<file path="config.mk">
export PLATFORM = sky130hd
export DESIGN_NAME = display_mux_ctrl
export DESIGN_NICKNAME = d
export VERILOG_FILES = /design/src/rtl/display_pkg.sv /design/src/rtl/seven_segment.sv /design/src/rtl/display_mux_ctrl.sv
export SDC_FILE = /design/constraint.sdc
export NUM_CORES = 1
export LEC_CHECK = 0
export CAP_MARGIN = 10
export CORE_MARGIN = 1.5
export CORE_UTILIZATION = 45
export DETAILED_ROUTE_END_ITERATION = 8
export PLACE_DENSITY = 0.79
export SETUP_SLACK_MARGIN = 0.3
export SLEW_MARGIN = 15
export SYNTH_ARGS = -nofsm -noshare
export SYNTH_HDL_FRONTEND = slang
export SYNTH_SLANG_ARGS = --single-unit
</file>
<file path="constraint.sdc">
create_clock -name clk -period 1.7 [get_ports clk]
set_input_delay 0.51 -clock clk [delete_from_list [all_inputs] [get_ports clk]]
set_output_delay 0.51 -clock clk [all_outputs]
set_load 0.02 [all_outputs]
</file>
<file path="src/rtl/display_pkg.sv">
`default_nettype none
// ============================================================================
//  Module      : display_pkg
//  Description : Shared types and constants for the multiplexed seven-segment
//                display path (scheduler state encoding, segment bus width and
//                the all-segments-off pattern for a common-anode display).
//  Ports       : none (package)
//  Revision    : 1.0 - initial release
// ============================================================================
package display_pkg;

    // Segment bus is {g,f,e,d,c,b,a}; active-low because the display is
    // common anode.
    localparam int SEG_W = 7;
    localparam logic [SEG_W-1:0] SEG_OFF = 7'h7F;

    // Scheduler phases: BLANK is dead time with every anode off, DRIVE lights
    // the selected digit for the dwell period.
    typedef enum logic {
        BLANK = 1'b0,
        DRIVE = 1'b1
    } mux_state_t;

endpackage : display_pkg
`default_nettype wire

</file>
<file path="src/rtl/seven_segment.sv">
`default_nettype none
// ============================================================================
//  Module      : seven_segment
//  Description : Combinational hex-to-seven-segment decoder, active-low
//                outputs for a common-anode display. Lower-case b and d are
//                used so that 8/B and 0/D stay distinguishable.
//  Ports       : nibble [3:0]  in   hex value to display
//                seg    [6:0]  out  {g,f,e,d,c,b,a}, active-low
//  Revision    : 1.0 - initial release
// ============================================================================
module seven_segment
    import display_pkg::*;
(
    input  logic [3:0]       nibble,
    output logic [SEG_W-1:0] seg
);

    always_comb begin
        seg = SEG_OFF;
        unique case (nibble)
            4'h0: seg = 7'h40;
            4'h1: seg = 7'h79;
            4'h2: seg = 7'h24;
            4'h3: seg = 7'h30;
            4'h4: seg = 7'h19;
            4'h5: seg = 7'h12;
            4'h6: seg = 7'h02;
            4'h7: seg = 7'h78;
            4'h8: seg = 7'h00;
            4'h9: seg = 7'h10;
            4'hA: seg = 7'h08;
            4'hB: seg = 7'h03;
            4'hC: seg = 7'h46;
            4'hD: seg = 7'h21;
            4'hE: seg = 7'h06;
            4'hF: seg = 7'h0E;
            default: seg = SEG_OFF;
        endcase
    end

endmodule : seven_segment
`default_nettype wire

</file>
<file path="src/rtl/display_mux_ctrl.sv">
`default_nettype none
// ============================================================================
//  Module      : display_mux_ctrl
//  Description : Round-robin time-multiplexing scheduler that shares one
//                seven-segment decoder and one segment bus between DIGITS
//                digit positions. Each slot is BLANK_CYCLES of dead time
//                (all anodes off) followed by DWELL cycles driving one digit.
//  Ports       : clk         in   1         system clock
//                reset       in   1         synchronous, active-high reset
//                digits      in   4*DIGITS  packed hex nibbles, digit i at [4i+3:4i]
//                digit_en    in   DIGITS    per-digit enable (0 = anode stays off)
//                seg         out  7         {g,f,e,d,c,b,a}, active-low
//                an          out  DIGITS    anode enables, active-low
//                cur_digit   out  IDX_W     index of the slot in progress
//                frame_start out  1         pulse on first DRIVE cycle of digit 0
//  Revision    : 1.0 - initial release
// ============================================================================
module display_mux_ctrl
    import display_pkg::*;
#(
    parameter int DIGITS       = 2,
    parameter int DWELL        = 64,
    parameter int BLANK_CYCLES = 4,
    parameter int IDX_W        = $clog2(DIGITS)
) (
    input  logic                clk,
    input  logic                reset,
    input  logic [4*DIGITS-1:0] digits,
    input  logic [DIGITS-1:0]   digit_en,
    output logic [SEG_W-1:0]    seg,
    output logic [DIGITS-1:0]   an,
    output logic [IDX_W-1:0]    cur_digit,
    output logic                frame_start
);

    // Counter only ever has to reach the longer of the two phase lengths
    // minus one; the extra +1 keeps the width sane when both are 1.
    localparam int CNT_MAX = (DWELL > BLANK_CYCLES) ? DWELL : BLANK_CYCLES;
    localparam int CNT_W   = $clog2(CNT_MAX + 1);

    localparam logic [CNT_W-1:0] c_blank_last = CNT_W'(BLANK_CYCLES - 1);
    localparam logic [CNT_W-1:0] c_dwell_last = CNT_W'(DWELL - 1);
    localparam logic [IDX_W-1:0] c_idx_last   = IDX_W'(DIGITS - 1);

    // ------------------------------------------------------------------
    // State and datapath registers
    // ------------------------------------------------------------------
    mux_state_t         r_state;
    logic [CNT_W-1:0]   r_cnt;
    logic [IDX_W-1:0]   r_idx;
    logic [3:0]         r_nibble;

    mux_state_t         w_state_nxt;
    logic [CNT_W-1:0]   w_cnt_nxt;
    logic [IDX_W-1:0]   w_idx_nxt;
    logic               w_latch;

    logic [SEG_W-1:0]   w_seg_dec;
    logic [SEG_W-1:0]   w_seg_nxt;
    logic [DIGITS-1:0]  w_an_nxt;
    logic               w_frame_nxt;
    logic [3:0]         w_sel_nibble;

    // Digit value for the slot about to be driven; captured once so the
    // segment pattern cannot change while the anode is on.
    assign w_sel_nibble = digits[{r_idx, 2'b00} +: 4];

    seven_segment u_seven_segment (
        .nibble (r_nibble),
        .seg    (w_seg_dec)
    );

    // ------------------------------------------------------------------
    // Next-state and next-output logic
    // ------------------------------------------------------------------
    // Outputs are computed from the current state and registered, so the
    // pins lag the FSM by one cycle. That lag is what makes the first DRIVE
    // output land exactly BLANK_CYCLES cycles after reset release.
    always_comb begin
        w_state_nxt = r_state;
        w_cnt_nxt   = r_cnt + CNT_W'(1);
        w_idx_nxt   = r_idx;
        w_latch     = 1'b0;
        w_an_nxt    = '1;
        w_seg_nxt   = SEG_OFF;
        w_frame_nxt = 1'b0;

        unique case (r_state)
            BLANK: begin
                if (r_cnt == c_blank_last) begin
                    w_state_nxt = DRIVE;
                    w_cnt_nxt   = '0;
                    w_latch     = 1'b1;
                end
            end

            DRIVE: begin
                // digit_en is honoured live; a disabled digit still burns
                // its slot so the duty cycle of the others is unchanged.
                w_an_nxt[r_idx] = ~digit_en[r_idx];
                if (digit_en[r_idx]) begin
                    w_seg_nxt = w_seg_dec;
                end
                w_frame_nxt = (r_cnt == '0) && (r_idx == '0);

                if (r_cnt == c_dwell_last) begin
                    w_state_nxt = BLANK;
                    w_cnt_nxt   = '0;
                    // Explicit wrap so non-power-of-two DIGITS never
                    // reaches an unused index.
                    w_idx_nxt   = (r_idx == c_idx_last) ? '0 : r_idx + IDX_W'(1);
                end
            end

            default: begin
                w_state_nxt = BLANK;
                w_cnt_nxt   = '0;
            end
        endcase
    end

    // ------------------------------------------------------------------
    // Registers
    // ------------------------------------------------------------------
    always_ff @(posedge clk) begin
        if (reset) begin
            r_state     <= BLANK;
            r_cnt       <= '0;
            r_idx       <= '0;
            r_nibble    <= '0;
            seg         <= SEG_OFF;
            an          <= '1;
            cur_digit   <= '0;
            frame_start <= 1'b0;
        end else begin
            r_state     <= w_state_nxt;
            r_cnt       <= w_cnt_nxt;
            r_idx       <= w_idx_nxt;
            if (w_latch) begin
                r_nibble <= w_sel_nibble;
            end
            seg         <= w_seg_nxt;
            an          <= w_an_nxt;
            cur_digit   <= r_idx;
            frame_start <= w_frame_nxt;
        end
    end

endmodule : display_mux_ctrl
`default_nettype wire

</file>
**Run 1: nets reached from selected ports**

Scale: 10 px per um.
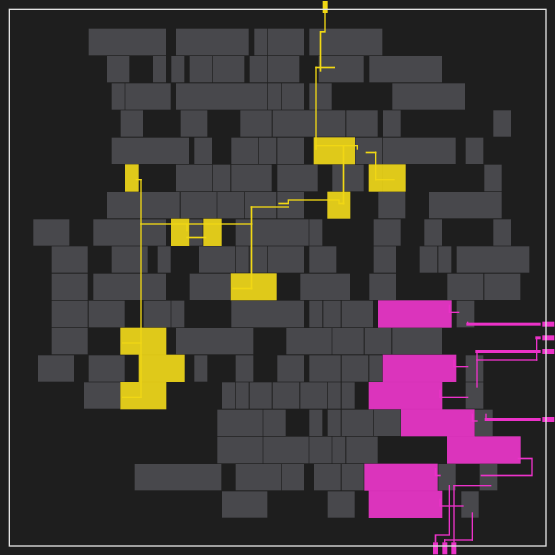
| port | colour | bits | direction | end cells | buffers | wire |
|---|---|---|---|---|---|---|
| `reset` | yellow | 1 | input | 11 | 3 | 92.6 um |
| `seg` | magenta | 7 | output | 7 | 7 | 73.7 um |
input/output buffers: 22
ports placed on the boundary: 23

**Run 1: signal wires by layer**

Scale: 6 px per um.
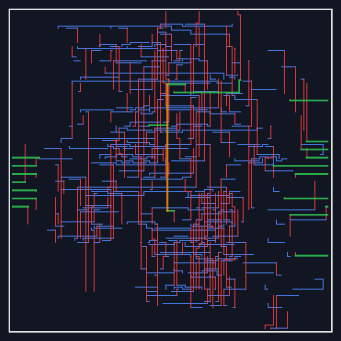
| layer | colour | wire length |
|---|---|---|
| met2 | red | 1020 um |
| met3 | green | 95.4 um |
| met1 | blue | 984 um |
| met4 | orange | 21.1 um |

**Run 1: the clock network**

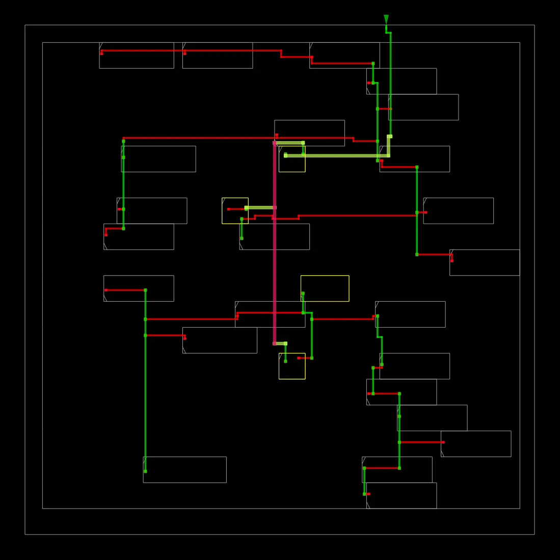
clock buffers created by TritonCTS: 3
setup clock skew after layout: 0.0115 ns
Clk. pwr: 0.304 mW

==> COMMIT_EDITMSG, run 1 <==
Log flow metrics for this revision

* Run status: completed
- Per the synthesis report, the XOR/XNOR share of the synthesized area is 3.05%.
- The setup check on the worst reg-to-reg path leaves a slack of 0.30 ns.
* Diodes inserted: 0
* Number of synthesized register bits: 24
* Chip area from the yosys synthesis statistics: 1150 sq um
- The signal on the critical path passes through ha_4 > and3_4 > and3_4 > or3_4 > nor2_2.
- The detailed router reported a total wirelength of 2.12 mm.
* Total non-filler cell area in the finished layout: 1470 sq um
- Dividing the detail-routed via count by the number of cells gives 5.10.
- The worst path uses 82.6% of the clock period.
- The layout has 4 clock buffers.
- Iteration-0 DRC Markers: 9
* Synth top area share: 41.8%
- Commonest cells in the netlist: 24 x sky130_fd_sc_hd__dfxtp_1, 10 x sky130_fd_sc_hd__nor2_1, 8 x sky130_fd_sc_hd__ha_1
- Highest-power group: sequential cells
- Largest registers: r_cnt: 7 flops, seg: 7 flops, r_nibble: 4 flops
- Die Y-Extent: 53.5 um
* Library cell contributing the largest single delay on the critical path: sky130_fd_sc_hd__or3_4
- The Yosys step of the flow raised 0 warnings.
- Final min period: 1.40 ns
- The internal portion of the total power is 0.799 mW.
* Startpoint of the most critical register-to-register path: r_cnt[1]
* DRC violation count after routing: 0
- Floorplan net count: 139
- TritonCTS built the clock tree.
* Prevailing post-synth register cell: sky130_fd_sc_hd__dfxtp_1
- Most frequently placed logic cells in the final layout: 20 x sky130_fd_sc_hd__dfxtp_1, 11 x sky130_fd_sc_hd__buf_2, 10 x sky130_fd_sc_hd__nor2_1, 10 x sky130_fd_sc_hd__clkdlybuf4s50_1, 9 x sky130_fd_sc_hd__buf_4
* Critical path depth in cells: 5
- The synthesized design contains 0 enable-type register cells.
- For reference, the critical path is captured by r_cnt[1].
- Drt pass-1 iters: 4
* Critical Path AT: 1.68 ns
- Kind of capture point of the worst setup path: register
- Clock insertion delay at the later pin of the skew report: 0.32 ns
* H-tree depth: 1
- Setup total negative slack on the finished layout was measured at 0 ns.
* Number of non-clock inverters: 7
- Final ANT Viol Nets: 0
- Post-Syn Instances: 119
- Along the worst path, the maximum fanout reaches 5.
- Portion of the layout cell area used by non-clock buffers: 16.1%
* Tally of non-filler cells in the final layout: 179
- The end-of-flow timing check tallies setup violations at 0.
* Reported max-cap violation count: 0
* Fraction of area in multi-input gates: 43.8%
* Count of instantiated cells in the yosys netlist: 119
- Per the layout area report, the combinational gate area comes to 642 sq um.
- The global routing report lists combined usage of all routing layers as 16.0%.
- Sequential power for this build is 0.609 mW.
* Dpl cells: 172
- Die width: 53.5 um
* Clock slew at the register clock pins of the worst setup and hold paths: 0.14 ns
* Ao+oa area frac: 14.3%
- In this run, post-CTS hold repair placed 0 buffers.
- Critical Path Start Type: register
- Sorting the synthesized cells by area gives the leading types as sky130_fd_sc_hd__dfxtp_1 42%, sky130_fd_sc_hd__ha_1 8.7%, sky130_fd_sc_hd__mux2i_1 5.2%.
- Max-slew check failures listed in the final report amount to 0.
* Area of the placeable core: 2450 sq um
* Maximum number of pins on one net before global-route repair: 18
- Slew at the pin closest to its max-slew limit: 0.475 ns
- For the worst reg-to-reg path, the endpoint reported by OpenROAD is r_cnt[1].
- Count of buffers added by post-CTS timing repair for setup: 3
- Family with the most delay on the worst path: simple AND/OR/NAND/NOR gates
- Clock Root Buffer: sky130_fd_sc_hd__clkbuf_4
- Share of cells above drive strength 1: 29.5%
- Leakage: 0.543 nW
* Number of antenna violations at the first check in global routing: 0
* Utilization of the core after routing: 59.7%
- Yosys reported that registers with async set or reset make up 0%.
- Register fraction of the total cell area: 33.3%
- The area growth from synthesis to layout is 27.6%.
- Final hold violations: 0
- Avg Synthesized Cell Area: 9.65 sq um
- CP max stage delay: 0.43 ns
* Total power density per cell area: 735 nW/um^2
* Total number of tap cells: 30
- Highest Clock Rate: 0.712 GHz
- In the finished design the tool counted flip-flops and latches totalling 24.
- Worst reg-to-reg path cell count: 5
- Switching power share of the total: 25.8%
* Cell area reported after detailed placement: 1420 sq um
- Worst setup path class: register to register
* Post-synthesis cell type with the largest instance count: sky130_fd_sc_hd__dfxtp_1
* Fill cell instance count of the final layout: 210
* Vias in the first global route: 778
- The number of multi-input combinational cells in the layout is 83.
- Unrepaired setup endpoints after global routing: yes
- Hold WC Path Type: register to register
- In this run, the synthesized area fraction spent on adder and majority cells is recorded as 8.71%.
- Cts repair resizes: 50
- The die covers 2860 sq um.
- Distinct lib cells: 30
- Part of the total power dissipated in combinational logic: 15.2%
* Most frequent CP cell: sky130_fd_sc_hd__and3_4
- Clock tree synthesis found a total of 24 sinks.
- For reference, the mux area share after synthesis is 5.23%.
* Worst Path Required: 1.97 ns
- Tracing the worst setup path back leads to its startpoint at r_cnt[1].
* Synth area leader: sky130_fd_sc_hd__dfxtp_1
* Worst path bufs/invs: 0
- Hold Slack: 0.505 ns
- Wire length of the first global-routing pass: 3.35 mm
* Clk tree area frac: 2.48%
- Dominant comb cell: simple AND/OR/NAND/NOR gates
- Initial Utilization: 46.8%
-- run 1: worst reg2reg max path, delay by kind of cell, from the launching register on --
kind	cells	cell delay [ns]
and+or+nand+nor	4	0.84
DFF	1	0.37
adders and majority gates	1	0.16
-- run 1: through the flow --
step | power (mW) | setup slack [ns]
floorplan | 0.715 | 0.317
global placement | 0.766 | 0.0108
detailed placement | 0.773 | -0.0280
CTS | 1.08 | 0.303
global route | 1.13 | 0.260
finish | 1.08 | 0.295
-- run 1: per-layer routing --
layer / track usage [%] / wire length, um
met5: 0 / 0
met4: 5.13 / 21
met1: 21.0 / 984
met3: 2.54 / 95
met2: 26.5 / 1020
-- run 1: logic make-up after synthesis --
kind of cell	count (synthesis)
simple gates	45
flops	24
compound gates	20
buf+inv	12
fa+ha+maj	8
mux	6
xor+xnor	4
--- run 2 (diff from run 1) ---
Settings changed: PLACE_DENSITY 0.79 to 0.82.
Clock period 1.7 ns to 1.1 ns, I/O delays scaled along.
**Run 2: the clock network**

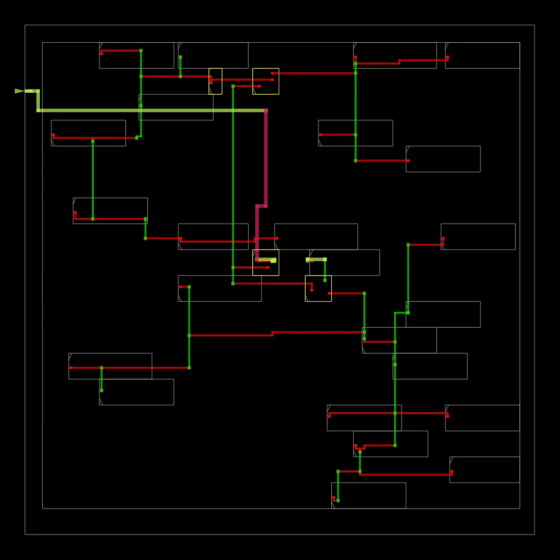
flop count: 24
clock tree buffer count of the final layout: 3
clock insertion delay at the later pin of the skew report: 0.32 ns

==> run 2 against run 1 <==
Cell area rose by 43%. Critical path depth shrank 1. Flip-flop count unchanged. Area after synthesis unchanged. The run now ends with negative setup slack left. Largest power group unchanged. Largest cell class unchanged. Clock power rose by 37%. Worst hold slack better by 0.028 ns. Total power up 76%. Synthesized cell count is the same.
==> COMMIT_EDITMSG, run 2 <==
Log flow metrics for this revision

- Die Y-Extent: 53.5 um
- CP max stage delay: 0.46 ns
* Number of synthesized register bits: 24
- Utilization of the core after routing: 85.6%
- Share of cells above drive strength 1: 68.1%
* Highest metal layer with signal wires: met4
* Fraction of area in multi-input gates: 41.2%
- Clock tree buffers and inverters occupy 1.25% of the routed design's cell area.
* Worst Path Required: 1.37 ns
- After layout, the inverter instance count without clock inverters stands at 7.
* Iteration-0 DRC Markers: 26
- In this run the core area contains 18 standard-cell rows.
- Total routed wire length on the met1 layer: 1.60 mm
- Critical Path Sink: r_cnt[5]
- Relative to the synthesized area, the layout overhead comes to 82.9%.
- On the worst setup and hold paths after CTS, the clock-pin slew comes to 0.13 ns.
- Synth area leader: sky130_fd_sc_hd__dfxtp_1
- Proportion of register bits with asynchronous set or reset after synthesis: 0%
- H-tree depth: 1
* GRT met3 Usage: 4.80%
- Total setup violations reported at the end of the flow: 32
* Drt pass-1 iters: 4
* Final period utilization: 129%
- The layout stage reports a final design area of 2100 sq um.
- DRC violation count after routing: 0
- The number of cells reported by Yosys stat comes to 119.
* Count of synthesis-stage warnings from yosys: 0
- Floorplan net count: 139
- TritonCTS built the clock tree.
- Post-synthesis cell type with the largest instance count: sky130_fd_sc_hd__dfxtp_1
- Hold Slack: 0.533 ns
- Post-Syn Instances: 119
- Commonest Layout Cell: sky130_fd_sc_hd__buf_4
- Xor/xnor cell area share of the yosys netlist: 3.05%
- Ao+oa area frac: 14.3%
- Among the non-sequential cells, simple AND/OR/NAND/NOR gates take the most area.
- Across all setup checks in the final design, the least slack found is -0.321 ns.
* Family with the most delay on the worst path: simple AND/OR/NAND/NOR gates
- Worst-path maximum fanout: 5
- Critical Path AT: 1.69 ns
- Post-layout power: 1.90 mW
- met2 track demand over resource after global routing is 43.0%.
- The worst setup path is of the register to register kind.
- The worst-case max-slew headroom was logged as 76.5%.
- Leakage: 0.791 nW
- The layout report lists the multi-input gate area as 866 sq um.
* Overall routed net length: 4.05 mm
- Run status: finished, violations left
* Diodes inserted: 0
- Register fraction of the total cell area: 24.5%
- Grt peak-use layer: met2
* Critical Path Start Type: register
* Slew at the pin closest to its max-slew limit: 0.353 ns
- The filler cells instantiated in the layout total 123.
- Distinct lib cells: 30
- Entering global routing, the biggest net connects 15 pins.
- Final hold violations: 0
- During placement, the flow inserted port buffers numbering 22.
- Wire length on met3: 220 um
- Unrepaired setup endpoints after global routing: yes
* Kind of capture point of the worst setup path: register
* Worst path bufs/invs: 0
- Crit path from: r_cnt[6]
- Clock buffers created by TritonCTS: 3
* Post-detailed-route wirelength per cell: 19.1 um
- After synthesis, the cell types taking the most area are sky130_fd_sc_hd__dfxtp_1 42%, sky130_fd_sc_hd__ha_1 8.7%, sky130_fd_sc_hd__mux2i_1 5.2%.
- Die width: 53.5 um
* GRT Total Usage: 24.4%
- Hold Startpoint: digit_en[0]
- Initial Utilization: 46.8%
* Count of tool warnings: 35
* Wire length of the first global-routing pass: 4.96 mm
* Minimum setup slack among reg-to-reg paths: -0.32 ns
- Mux frac, synth: 5.23%
* Avg Synthesized Cell Area: 9.65 sq um
- Setup total negative slack on the finished layout was measured at -3.73 ns.
- The critical path goes through and3b_1 > and3_4 > or3_4 > nor2_4.
* Portion of the layout cell area used by non-clock buffers: 29.6%
- The slowest stage of the critical path is the sky130_fd_sc_hd__dfxtp_1 cell.
* Number of antenna violations at the first check in global routing: 0
- The STA report counts the stages on the worst setup path as 4.
- Wire segments on met2 add up to 2.11 mm in the final route.
- Cell area reported after detailed placement: 1760 sq um
- 83 cells are multi-input combinational gates.
- Worst reg-to-reg path cell count: 4
* Setup clock skew after layout: 0.00927 ns
* Ports placed on the boundary: 23
- In the final layout, the registers with the most flip-flops are r_cnt: 7 flops, seg: 7 flops, r_nibble: 4 flops.
* Total power density per cell area: 903 nW/um^2
- Vias in the first global route: 1073
- The script logs the ratio of routed vias to standard cells as 5.62.
- The final layout report lists a non-clock buffer count of 64.
- The most used flip-flop cell after synthesis is sky130_fd_sc_hd__dfxtp_1.
* Final ANT Viol Nets: 0
- Counting instances in the post-synthesis netlist gives the leading cell types as 24 x sky130_fd_sc_hd__dfxtp_1, 10 x sky130_fd_sc_hd__nor2_1, 8 x sky130_fd_sc_hd__ha_1.
* Die Area: 2860 sq um
* Instance count along the most critical hold path: 4
- The clock drives 24 sinks.
- Hold WC Path Type: primary input to register
* Met1 Track Usage GR: 29.1%
- Tally of non-filler cells in the final layout: 212
- In the synthesis report, Yosys lists the chip area as 1150 sq um.
* Startpoint of the most critical register-to-register path: r_cnt[6]
* Final min period: 1.42 ns
- During tapcell insertion the tool placed 30 well taps.
* Adder Area Share: 8.71%
- Max-slew check failures listed in the final report amount to 0.
- Per the run summary, max-cap violations total 0.
* Dpl cells: 195
* Flip-flops with a built-in enable: 0
* Synth top area share: 41.8%
- Highest Clock Rate: 0.704 GHz
- Largest contributor to cell area by class: combinational gates
- The final reports fail on negative setup slack.
* Terminus of the critical flop-to-flop path: r_cnt[5]
- Area of the placeable core: 2450 sq um
- Worst Setup Slack post-DPL: -0.385 ns
- Most frequently placed logic cells in the final layout: 29 x sky130_fd_sc_hd__buf_4, 21 x sky130_fd_sc_hd__buf_6, 16 x sky130_fd_sc_hd__dfxtp_2, 9 x sky130_fd_sc_hd__clkdlybuf4s50_1
- Clock Root Buffer: sky130_fd_sc_hd__clkbuf_4
**Run 2: nets reached from selected ports**

Scale: 10 px per um.
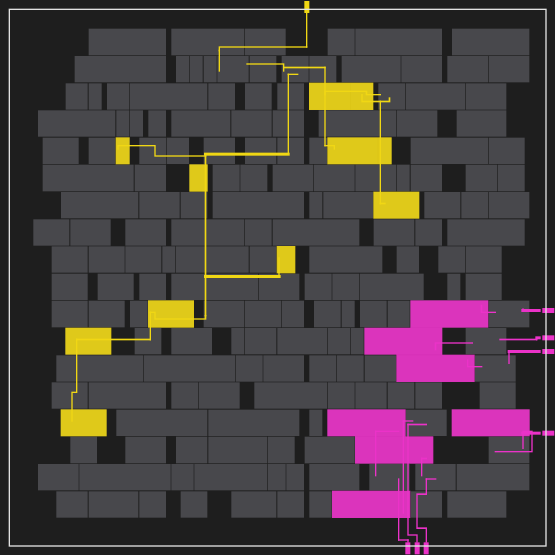
| port | colour | bits | direction | end cells | buffers | wire |
|---|---|---|---|---|---|---|
| `seg` | magenta | 7 | output | 7 | 7 | 78.0 um |
| `reset` | yellow | 1 | input | 11 | 3 | 131 um |

==> run 2: cell count changes in the layout (fill, tap and decap cells not counted), sizes merged <==
| cell | previous run | this run |
|---|---|---|
| clkdlybuf4s50 | 10 | 9 |
| dlygate4sd2 | 0 | 2 |
| clkbuf | 4 | 3 |
| clkinv | 0 | 1 |
| dlymetal6s2s | 1 | 0 |
| buf | 20 | 53 |
==> run 2: report_power, final <==
| part | switching [mW] | leakage [nW] | internal, mW | total (mW) |
|---|---|---|---|---|
| combinational | 0.233 | 0.580 | 0.301 | 0.534 |
| sequential | 0.0471 | 0.196 | 0.899 | 0.946 |
| clock | 0.284 | 0.0154 | 0.133 | 0.417 |
==> run 2: timing repair <==
item,4_1_cts,5_1_grt
pin swaps,6,13
resized,104,17
hold buffers,0,0
endpoints found under the setup margin,35,35
setup buffers,7,6
--- run 3 (diff from run 2) ---
Settings changed: SLEW_MARGIN 15 to 30.
**Run 3: the clock network**

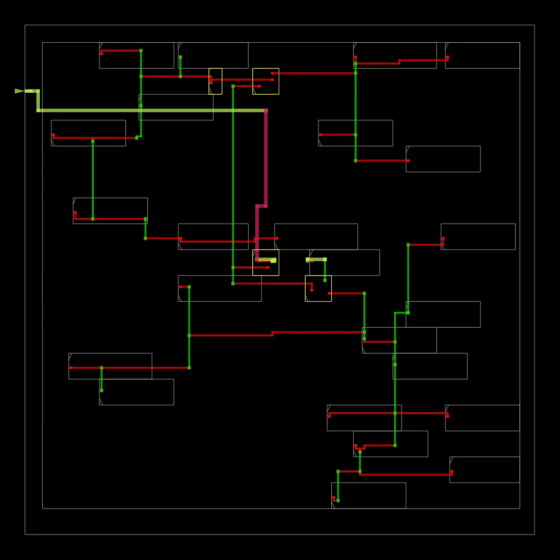
setup clock skew after layout: 0.00927 ns
Clk. pwr: 0.417 mW

==> run 3 against run 2 <==
Cell area unchanged. Largest power group unchanged. Highest routed layer unchanged. Critical path type unchanged. Area after synthesis unchanged. Largest cell class unchanged. The flow still finishes with violations (negative setup slack). Critical path depth unchanged.
==> COMMIT_EDITMSG, run 3 <==
Log flow metrics for this revision

- Entering global routing, the biggest net connects 15 pins.
- Wire segments on met2 add up to 2.11 mm in the final route.
* Worst Setup Slack post-DPL: -0.385 ns
- The run finished, with violations left.
- The root buffer cell chosen for the clock tree is sky130_fd_sc_hd__clkbuf_4.
- Flop count: 24
- Hold Startpoint: digit_en[0]
* Number of pins exceeding their max-slew limit in the final report: 0
- Per the synthesis report, the number of distinct cell types is 30.
- Worst Path Required: 1.37 ns
* Post-Syn Instances: 119
* Clock tree buffer count of the final layout: 3
* Chip area from the yosys synthesis statistics: 1150 sq um
* Register fraction of the total cell area: 24.5%
- H-tree depth: 1
- List of cells traversed by the critical path: and3b_1 > and3_4 > or3_4 > nor2_4
- Post-layout power: 1.90 mW
* Kind of capture point of the worst setup path: register
- Port buffering added 22 buffers.
* Most frequently placed logic cells in the final layout: 29 x sky130_fd_sc_hd__buf_4, 21 x sky130_fd_sc_hd__buf_6, 16 x sky130_fd_sc_hd__dfxtp_2, 9 x sky130_fd_sc_hd__clkdlybuf4s50_1
- Per the detail_route log, met3 wirelength is 220 um.
- The detailed router put a total of 1.60 mm of wire on met1.
* Drt pass-1 iters: 4
* Area of the placeable core: 2450 sq um
- The floorplan step set the die width to 53.5 um.
* Max-Slew Margin vs Limit: 76.5%
- Counting endpoints that fail hold in the final report gives 0.
* Average vias per placed instance: 5.62
- The commonest cells after synthesis are 24 x sky130_fd_sc_hd__dfxtp_1, 10 x sky130_fd_sc_hd__nor2_1, 8 x sky130_fd_sc_hd__ha_1.
- STA classifies the critical path startpoint as a register.
- For this design the ratio of total power to cell area is 903 nW/um^2.
- Worst setup path class: register to register
- TritonCTS created 3 clock buffers.
* Final period utilization: 129%
- The synthesis report names the predominant flop master as sky130_fd_sc_hd__dfxtp_1.
- The non-clock inverters instantiated in the layout total 7.
- Critical Path AT: 1.69 ns
* Final ANT Viol Nets: 0
* Post-synthesis cell type with the largest instance count: sky130_fd_sc_hd__dfxtp_1
* Floorplan net count: 139
- Ranking of synthesized cells by area: sky130_fd_sc_hd__dfxtp_1 42%, sky130_fd_sc_hd__ha_1 8.7%, sky130_fd_sc_hd__mux2i_1 5.2%
- Dpl cells: 195
- The number of global-route vias before repair was 1073.
- In this run the mean area of a mapped cell was 9.65 sq um.
- The final report lists a non-filler cell total of 212.
- Violated checks: negative setup slack
- Fraction of area in multi-input gates: 41.2%
- Wire length of the first global-routing pass: 4.96 mm
- Across all register-to-register paths, the minimum setup slack is -0.32 ns.
- Portion of the layout cell area used by non-clock buffers: 29.6%
- Synthesis inferred 24 register bits.
- According to the floorplan report, the total die area is 2860 sq um.
* Number of antenna violations at the first check in global routing: 0
- sky130_fd_sc_hd__dfxtp_1 takes more of the synthesized area than any other cell.
* Count of instantiated cells in the yosys netlist: 119
- Per the run report, area growth between synthesis and finish was 82.9%.
- Total negative slack: -3.73 ns
- Instance count along the most critical hold path: 4
- In the final layout, the share of cells above drive strength 1 is 68.1%.
- Setup slack on the critical path of the routed design comes to -0.321 ns.
- Highest metal layer with signal wires: met4
- After routing the design area is 2100 sq um.
* Slew at the pin closest to its max-slew limit: 0.353 ns
- The area fraction of the largest cell type after synthesis is 41.8%.
* Multi-input logic area: 866 sq um
- DRC violation count after routing: 0
* Initial Utilization: 46.8%
- The analysis attributes to cell leakage a power of 0.791 nW.
- Per the finish-stage timing summary, setup violations number 32.
* Cell area reported after detailed placement: 1760 sq um
- Unrepaired setup endpoints after global routing: yes
**Run 3: sequential cells grouped by signal name**

Scale: 4 px per um.
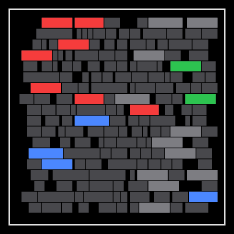
| name in the netlist | colour | sequential cells |
|---|---|---|
| `an` | green | 2 |
| `r_nibble` | blue | 4 |
| `r_cnt` | red | 7 |

## run 3: cell counts in the layout (fill, tap and decap cells not counted)
No cell type changed its count.
## run 3: kinds of logic after synthesis
group | after synthesis | share of synthesized area, %
compound gates | 20 | 14.3
xor+xnor | 4 | 3.05
fa+ha+maj | 8 | 8.71
buf+inv | 12 | 5.34
flops | 24 | 41.8
mux | 6 | 5.23
simple gates | 45 | 21.6
## run 3: tightest hold or removal path: stages
cell and delay, ns:
sky130_fd_sc_hd__dlygate4sd2_1 0.19, sky130_fd_sc_hd__nor2b_4 0.15, sky130_fd_sc_hd__buf_4 0.12, sky130_fd_sc_hd__nand2_2 0.04
## run 3: report_power, final
group | internal (mW) | switching, mW
logic | 0.301 | 0.233
registers | 0.899 | 0.0471
clock network | 0.133 | 0.284
total | 1.33 | 0.564

## Gallery

Gate-type map.
Scale: 6 px per um.
image #1
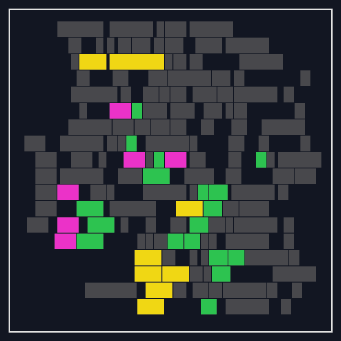
image #2
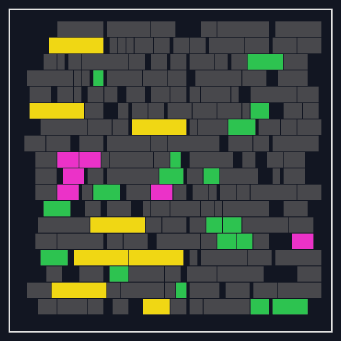
run 3: image #2
run 1: image #1
The one with the most cells is image #2.

Key to image #1:
| family | colour | cells | most used |
|---|---|---|---|
| adder and majority cells | yellow | 8 | ha_1 |
| inverting AOI/OAI gates | green | 18 | a211oi_2 |
| multiplexers | magenta | 6 | mux2i_1 |

Power and IR drop assume default switching activity.
